Design nes_pad_poller_flat, sky130hd; sources not shown.
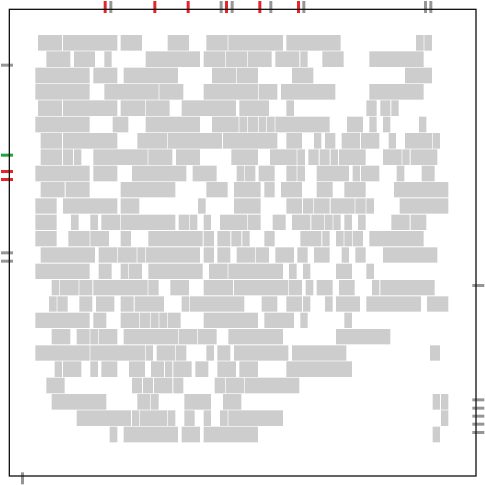
Figure 1: run 1, I/O pins on the die edge.
Drawn at 6 px/um. Pins as bars across the die edge, other pins in grey.
| colour | port | pins | direction | edge |
|---|---|---|---|---|
| red | bus_c1_buttons | 8 | output | 6 top, 2 left |
| green | bus_c1_data_in | 1 | input | left |
all pins by edge: 13 top, 6 left, 6 right, 1 bottom
Die Wd: 77.6 um
die span in y: 77.6 um
number of port buffers: 16

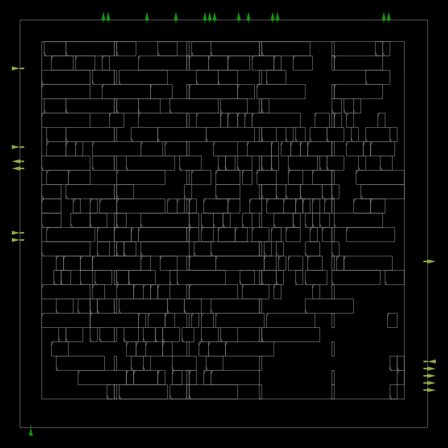
Figure 2: run 1, placed standard cells.
fin cells: 337
fin util: 0.658
Seq area share: 0.446
row count: 25

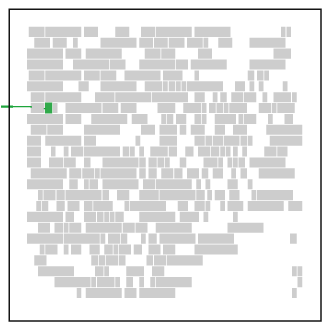
Figure 3: run 1, wires at chosen ports, followed through buffers.
Drawn at 4 px/um.
| colour | port | bits | direction | edge | end cells | wire |
|---|---|---|---|---|---|---|
| green | bus_c1_data_in | 1 | input | left | 1 | 5.50 um |
boundary pin count: 26

==> flow_summary.toml, run 1 <==
# implementation run metrics
[detailed_routing]
drt-met1-wl_um = 2220
vias = 1918
wl_per_cell_um = 13.8
ant_nets = 0
first_pass_iters = 4
routed.top_layer = "met4"
drt_iter0_markers = 115
routed_wl_um = 4640
met2_length_um = 2220
wl_met3_um = 120
drc = 0
via_per_inst = 5.69

[timing]
slew_headroom = 0.595
rsz0062_at_grt = "no"
fmax_mhz = 401
hold_violations = 0
finalCriticalPeriod_ps = 2490
drv_slew = 0
setup_viol = 0
fin_ws_ps = 405
min_period_over_period = 0.860
holdWs_ps = 271
setup-tns-final_ps = 0
worst_slew_pin_slew_ps = 608

[pwr]
p_clk_uw = 514
ir_drop_mv = 0.349
clkPwrFrac = 0.302
finalPower_mw = 1.70
pg_seq_uw = 844
power.density_nw_per_um2 = 552
pwr-share-comb = 0.203
top_power_group = "sequential cells"
leakage_nw = 1.47
seq_power_share = 0.495
pg_comb_uw = 345
swShare = 0.284
p_int_mw = 1.22
power_switching_uw = 484

[grt]
overflow = 0
grt_use_total = 0.170
grt_pass1_vias = 1856
grt_max_degree = 24
grt_use_met1 = 0.228
globalRouteMet3Util = 0.0313
antenna_found_initial = 0
grt_use_met2 = 0.279
globalRoute.busiestLayer = "met2"
grt_pass1_wl_um = 8270

[cts]
numCtsBuffers = 5
clockBufferDepth = 2
clockRootBuffer = "clkbuf_8"
cts_tree = "built"
path_clk_slew_ps = 100
h-tree-depth = 2
cts.sinks = 55
clock.latency.late_pin_ps = 310

[critical_path]
critPathBufInv = 2
r2r_slack_ps = 410
cp.depth = 7
crit_slowest_cell = "dfrtp_1"
crit_path_frequent_cell = "inv_1"
setup.worst_path.end_class = "flip-flop"
path_cells = "inv_1, ha_1, inv_1, o211ai_1, nand2b_1, o31a_1, o41a_1"
cp_top_family = "AND-OR/OR-AND gates"
worstSetupPathType = "flip-flop to flip-flop"
critical_path_required_ps = 2990
critical_path.max_stage_delay_ps = 460
worst_setup_path_start_kind = "flip-flop"
cp_max_fo = 6
worstPathArrival_ps = 2590
rr_worst_depth = 7

[logic_synthesis]
synthesis.area_um2 = 2760
ys.flop_type = "dfrtp_1"
synth.area.mux_share = 0.0812
ys_area_um2 = 2760
adder_share = 0.0499
compound_area_frac = 0.103
top_area_cell = "dfrtp_1"
top_cells_by_area = "dfrtp_1 (50%), mux2_2 (6.9%), ha_1 (5.0%)"
logic_family = "simple AND/OR/NAND/NOR gates"
ys_top_cells_by_count = "dfrtp_1 (55), nand2_1 (22), nor2_1 (22), inv_1 (18), mux2_2 (17)"
xor_share = 0.0540
postSynthAreaPerCell_um2 = 10.7
edf_count = 0
synth.distinct_cells = 49
yosys.area_share.simple = 0.162
yosys.stat.seqShare = 0.499
synth_cells = 258
yosysCellCount = 258
async_flop_share = 1.00
yosys_warnings = 0
ys_ff = 55
top_cell_area_share = 0.499
post-synth-top-count-cell = "dfrtp_1"

[layout]
fillers = 363
largest_reg_flops = 20
clock_area_frac = 0.0377
drive_gt1_frac = 0.124
lay_top_cells = "dfrtp_1 (55), nand2_1 (22), nor2_1 (22)"
n_all_inverters = 18
area_delta_synth_final_pct = 11.9
fin_nets = 299
nClkBuffers = 5
sh_comb_area = 0.412
comb_area_um2 = 1270
buffer_area_frac = 0.0600
largest_cell_class = "registers"
ff_latch_area_um2 = 1380
flops = 55
buffers = 20
final_area_um2 = 3090
comb_cells = 182
diodes = 0
lay_top_count = "dfrtp_1"

[placed_design]
place_area_um2 = 2970
place_hpwl_um = 3400
dp.cells = 329
place_congestion = 0.818
pre_cts_slack_ps = 457

[die]
nWellTaps = 54
core_um2 = 4690
fp_util = 0.588
dieArea_um2 = 6010

[worst_hold_path]
min_path_type = "input pin to async pin"

[run]
maxCapViolCount = 0
warnings = 33

[status]
status = "finished, final reports clean"
## Run 2: what changed since run 1
- CORE_UTILIZATION: 57 -> 32
- PLACE_DENSITY: 0.79 -> unset
- clock period: 2.9 -> 2.55 ns (I/O delays scaled with it)
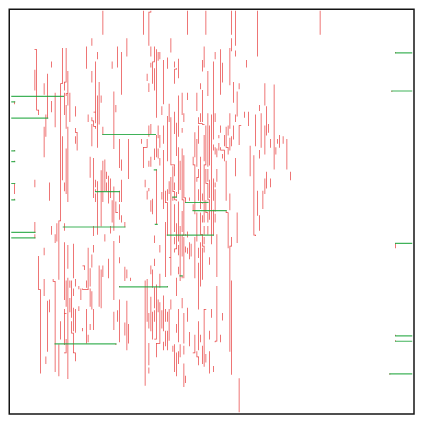
Figure 4: run 2, routed metal, one colour a layer.
Drawn at 4 px/um. Only two layers are drawn.
| colour | layer | wire length |
|---|---|---|
| green | metal 3 | 152 um |
| red | metal 2 | 2,250 um |
Avg WL per Cell: 12.6 um
via count: 1,901
All-Layer GR Usage: 0.107
Total Wirelength: 4900 um

==> run 2 against run 1 <==
  * Combinational power rose by about 20%
  * Final cell count increased by 16%
  * Wire length rose by 5.6%
==> flow_summary.toml, run 2 <==
# implementation run metrics
[status]
status = "finished, final reports clean"

[layout]
fillers = 820
lay_top_cells = "dfrtp_1 (55), nand2_1 (22), nor2_1 (21)"
nClkBuffers = 8
largest_reg_flops = 20
fin_nets = 301
ff_latch_area_um2 = 1380
finalNonFillerCells = 390
flops = 55
comb_area_um2 = 1270
diodes = 0
buffer_area_frac = 0.0635
n_all_inverters = 18
sh_comb_area = 0.405
largest_cell_class = "registers"
final_util = 0.380
lay_top_count = "dfrtp_1"
drive_gt1_frac = 0.130

[logic_synthesis]
ys_top_cells_by_count = "dfrtp_1 (55), nand2_1 (22), nor2_1 (22), inv_1 (18), mux2_2 (17)"
synth.distinct_cells = 49
post-synth-top-count-cell = "dfrtp_1"
logic_family = "simple AND/OR/NAND/NOR gates"
top_cell_area_share = 0.499
yosys_warnings = 0
ys_area_um2 = 2760
yosys.area_share.simple = 0.162
edf_count = 0
top_cells_by_area = "dfrtp_1 (50%), mux2_2 (6.9%), ha_1 (5.0%)"
ys.flop_type = "dfrtp_1"
yosys.stat.seqShare = 0.499
yosysCellCount = 258
adder_share = 0.0499
ys_ff = 55
postSynthAreaPerCell_um2 = 10.7

[cts]
path_clk_slew_ps = 90
clockRootBuffer = "clkbuf_8"
numCtsBuffers = 5
clock.latency.late_pin_ps = 300
clockBufferDepth = 2
cts_tree = "built"
cts.sinks = 55

[pwr]
leakage_nw = 1.47
power.density_nw_per_um2 = 598
seq_power_share = 0.508
pg_seq_uw = 957
swShare = 0.285
top_power_group = "sequential cells"
clkPwrFrac = 0.272
finalPower_mw = 1.88
pwr-share-comb = 0.220
p_int_mw = 1.35
power_switching_uw = 538
p_clk_uw = 512

[die]
dieArea_um2 = 10200
fp-row-count = 33
die_h_um = 101
nWellTaps = 105
core_um2 = 8300
ios = 26
die_w_um = 101

[critical_path]
worstSetupPathType = "flip-flop to flip-flop"
cp_top_family = "simple AND/OR/NAND/NOR gates"
critical_path_required_ps = 2690
critical_path.max_stage_delay_ps = 450
worst_setup_path_start_kind = "flip-flop"
cp_max_fo = 6
path_cells = "inv_1, ha_1, nor2b_1, or2_2, nand2_1, nand3b_1, a2111oi_2, o41a_1"
setup.worst_path.end_class = "flip-flop"
critPathBufInv = 1
worstPathArrival_ps = 2480
r2r_slack_ps = 210

[grt]
grt_max_degree = 56
grt_use_met1 = 0.149
grt_pass1_wl_um = 8880
grt_pass1_vias = 1869
globalRouteMet3Util = 0.0180
overflow = 0
grt_use_met2 = 0.169
globalRoute.busiestLayer = "met2"

[detailed_routing]
wl_met3_um = 152
drt-met1-wl_um = 2430
routed.top_layer = "met4"
drc = 0
drt_iter0_markers = 156
met2_length_um = 2250
ant_nets = 0

[timing]
drv_slew = 0
rsz0062_at_grt = "no"
setup-tns-final_ps = 0
holdWs_ps = 355
worst_slew_pin_slew_ps = 675
min_period_over_period = 0.918
fmax_mhz = 427

[placed_design]
place_congestion = 0.779
dp.cells = 382
pre_cts_slack_ps = 171

[worst_hold_path]
min_path_type = "input pin to async pin"

[run]
maxCapViolCount = 0
warnings = 33
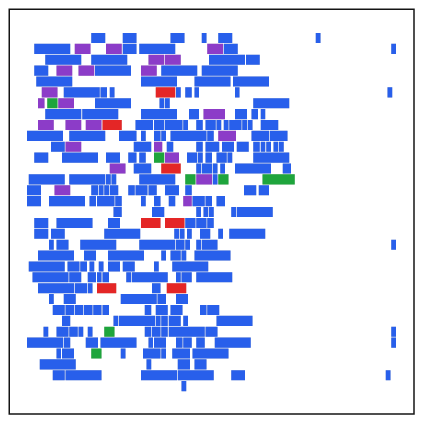
Figure 5: run 2, drive-strength map.
Drawn at 4 px/um.
| colour | size | cells | share |
|---|---|---|---|
| blue | _0 and _1 cells | 248 | 87% |
| green | _3 and _4 cells | 7 | 2.5% |
| red | _6 and larger | 7 | 2.5% |
| purple | _2 cells | 23 | 8.1% |
fin area: 3150 um2
Final WS setup: 210 ps
bufs w/o clock: 22
area delta synth->final: 14.2%

Power is estimated from default activity; no workload was simulated.
